Design lcd_3wire_arbiter, sky130hd; sources not shown.
==> run_1/placed.png <==
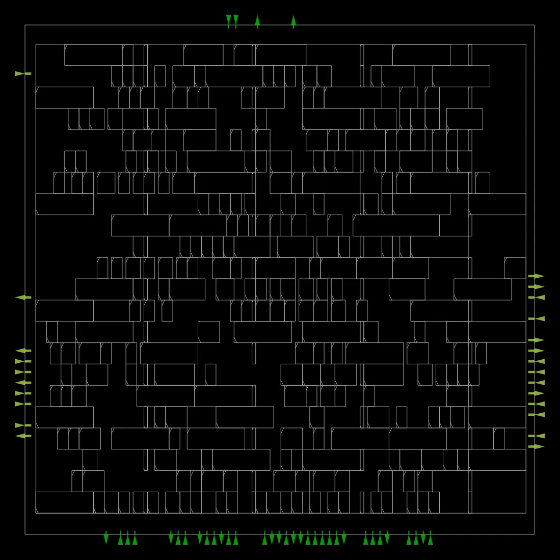
Core Region: 3740 sq um
final non-filler cell total: 337
post-layout util: 58.5%
Fillers: 376
Well-Tap Cells: 48

==> run_1/pinout.png <==
(8 px per um) Pins as bars across the die edge, other pins in gray.
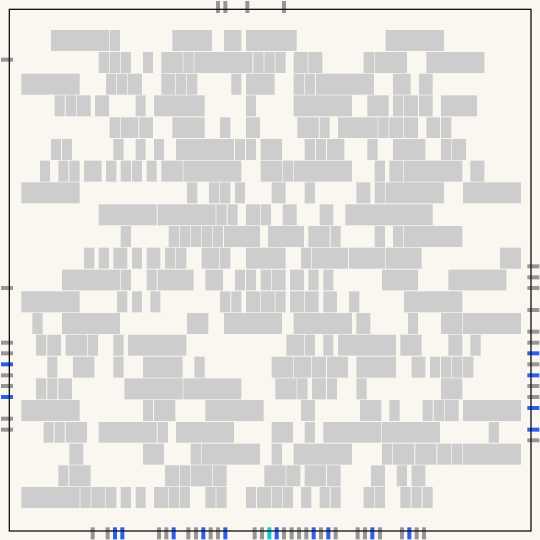
blue -> iDATA0  # pins 16, direction input, edge 10 bottom, 4 right, 2 left
cyan -> oDONE1  # pins 1, direction output, edge bottom
Chip Height: 65.0 um
Chip Width: 65.0 um
count of input and output buffers: 0

==> run_1/sizing.png <==
(8 px per um)
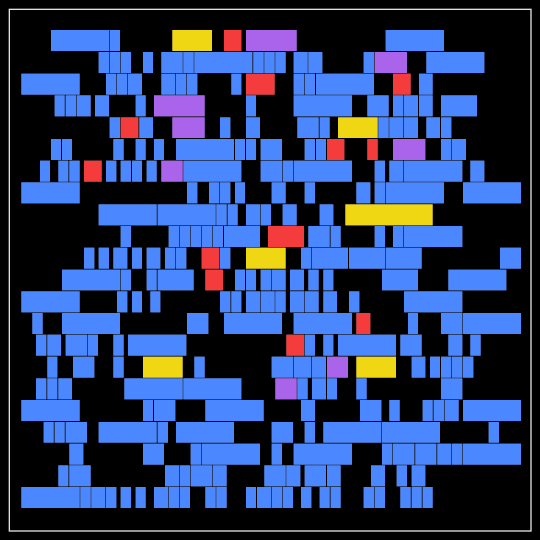
purple -> x3 and x4  # cells 8
red -> x2  # cells 12
yellow -> x6 and larger  # cells 6
blue -> x1 and smaller  # cells 263
final critical-path setup slack: 1250 ps
number of signal-net buffers in the layout: 2
cell area after layout: 2190 sq um
Area Overhead vs Synth: 6.00%

==> summary.rpt, run 1 <==
===============================================================================
Portion of the layout cell area used by clock cells ..............        5.09%
Worst Path Required ..............................................      3640 ps
Adder-cell area share of the yosys netlist .......................        4.24%
GR Util met2 .....................................................        33.1%
Sequential cell area fraction in the yosys report ................        38.8%
Wl on met1 .......................................................      2.00 mm
Most numerous logic cell after layout ............................      nand2_1
Placer Congestion ................................................        0.806
Cell-internal power ..............................................       979 uW
Met3 track demand over resource in global routing ................        8.10%
Met3 wirelength from detailed routing ............................       298 um
Outcome .......................................................... finished clean
CTS Root Cell ....................................................     clkbuf_8
Number of inserted diodes ........................................            0
Largest register FFs .............................................           16
Number of global-route vias before repair ........................         1547
Critical path startpoint category ................................   input port
Main logic family after synthesis ................................ simple AND/OR/NAND/NOR gates
Worst voltage drop across the vdd grid ...........................       365 uV
Global route total overflow ......................................            0
Setup repair after global routing missed its margin ..............        false
Worst skew pair latency ..........................................       290 ps
Net switching fraction of the power ..............................        43.7%
Multi-input gate share of the layout cell area ...................        47.4%
Worst R2R Path Depth .............................................           10
Critical path buffer and inverter count ..........................            2
Tool warnings ....................................................           29
Upper clock frequency limit ......................................      444 MHz
Buffer depth of the longest clock path ...........................            2
Fin crit share ...................................................        64.4%
Master of the slowest instance on the critical path ..............      nor3b_1
Syn_area_per_cell ................................................   7.12 sq um
Count of unresolved DRC violations after routing .................            0
Clock distribution power .........................................       377 uW
Hold_buf cts .....................................................            0
Layout non-clock buf frac ........................................       0.686%
# nets final .....................................................          333
Final-layout clock buffer total ..................................            5
Worst max-slew margin expressed relative to the limit ............        65.1%
Number of maximum-capacitance constraint violations ..............            0
Combinational share of power .....................................        32.4%
Vias per inst ....................................................         5.16
Total of endpoints with negative setup slack in the final report .            0
Largest net degree at the start of global routing ................           34
Most numerous cell on the critical path ..........................       nor2_1
Number of hold violations in the final report ....................            0
Multiplexer area fraction after synthesis ........................           0%
First-pass GRT wire length .......................................      7.12 mm
Share of synthesized cell area in and, or, nand and nor gates ....        33.9%
Worst setup EP type ..............................................    flip-flop
Cell variety after synth .........................................           29
Leak pwr .........................................................      1.03 nW
Max-slew violation count .........................................            0
Delay of the slowest cell on the worst path ......................       430 ps
Register cell area after layout ..................................    801 sq um
Placed instance count ............................................          329
Multi-input gate area ............................................   1040 sq um
Top contributor to total power ................................... sequential cells
Xor and xnor fraction of the mapped netlist area .................           0%
Switching pwr ....................................................       760 uW
Number of flip-flops and latches .................................           40
Share of total power in the clock network ........................        21.7%
===============================================================================
==> run_1/port_trees.png <==
(4 px per um)
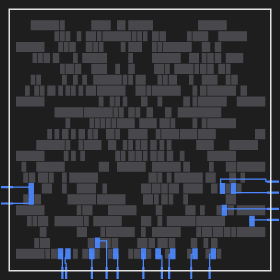

==> run 2, diff against run 1 <==
--- a/config.mk
+++ b/config.mk
@@ -12,7 +12,7 @@
 export CTS_CLUSTER_SIZE = 30
 export DETAILED_ROUTE_END_ITERATION = 8
 export DONT_BUFFER_PORTS = 1
-export PLACE_DENSITY = 0.67
+export PLACE_DENSITY = 0.7
 export SYNTH_ARGS = -nofsm -noshare
 export SYNTH_HDL_FRONTEND = slang
 export SYNTH_HIERARCHICAL = 1
==> constraint.sdc (replaced) <==
create_clock -name iCLK -period 1.95 [get_ports iCLK]
set_clock_uncertainty 0.05 [all_clocks]
set_input_delay 0.4875 -clock iCLK [delete_from_list [all_inputs] [get_ports iCLK]]
set_output_delay 0.4875 -clock iCLK [all_outputs]
set_load 0.03 [all_outputs]
==> run_2/port_trees.png <==
(4 px per um)
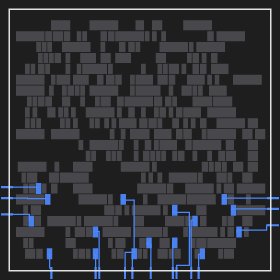
blue -> iDATA0  # bits 16, direction input, edge 10 bottom, 3 right, 3 left, end cells 16, buffers 0, wire 152 um
Ports: 61

==> run 2 against run 1 <==
  * Cell count rose by 2.1%
  * Combinational power grew 86%
  * Critical path depth down 1
  * Flip-flop count did not move
  * Register-to-register slack lost 1100 ps
  * Power is 77% higher
  * First-iteration DRC count decreased by 11%
==> summary.rpt, run 2 <==
============================================================================
Register cell area after layout ...............................    801 sq um
Xor and xnor fraction of the mapped netlist area ..............           0%
Chip Height ...................................................      65.0 um
Top contributor to total power ................................ sequential cells
Worst voltage drop across the vdd grid ........................       788 uV
Placed instance count .........................................          337
Worst skew pair latency .......................................       300 ps
Tool warnings .................................................           29
Core Region ...................................................   3740 sq um
Clock distribution power ......................................       591 uW
Outcome ....................................................... finished clean
Met3 wirelength from detailed routing .........................       220 um
Leak pwr ......................................................      1.07 nW
Number of hold violations in the final report .................            0
Number of maximum-capacitance constraint violations ...........            0
Chip Width ....................................................      65.0 um
Global route total overflow ...................................            0
Portion of the layout cell area used by clock cells ...........        4.29%
Wl on met1 ....................................................      1.94 mm
Number of signal-net buffers in the layout ....................           10
Main logic family after synthesis ............................. simple AND/OR/NAND/NOR gates
CTS Root Cell .................................................     clkbuf_8
Critical path buffer and inverter count .......................            3
Share of total power in the clock network .....................        19.2%
Final critical-path setup slack ...............................       254 ps
Adder-cell area share of the yosys netlist ....................        4.24%
Net switching fraction of the power ...........................        43.3%
Share of synthesized cell area in and, or, nand and nor gates .        33.9%
Cell variety after synth ......................................           29
Layout non-clock buf frac .....................................        3.90%
Max-slew violation count ......................................            0
Syn_area_per_cell .............................................   7.12 sq um
Combinational share of power ..................................        34.2%
First-pass GRT wire length ....................................      7.51 mm
Fin crit share ................................................        87.0%
Final-layout clock buffer total ...............................            7
Worst setup EP type ...........................................    flip-flop
Area Overhead vs Synth ........................................        8.78%
Number of flip-flops and latches ..............................           40
Worst max-slew margin expressed relative to the limit .........        70.4%
Critical path startpoint category .............................    flip-flop
Met3 track demand over resource in global routing .............        5.63%
Master of the slowest instance on the critical path ...........      dfxtp_1
Delay of the slowest cell on the worst path ...................       340 ps
Number of inserted diodes .....................................            0
Cell area after layout ........................................   2250 sq um
Largest register FFs ..........................................           16
Vias per inst .................................................         5.16
Final non-filler cell total ...................................          344
Cell-internal power ...........................................      1.74 mW
Well-Tap Cells ................................................           48
Worst R2R Path Depth ..........................................            9
Most numerous logic cell after layout .........................      nand2_1
============================================================================
Power and IR drop assume default switching activity.
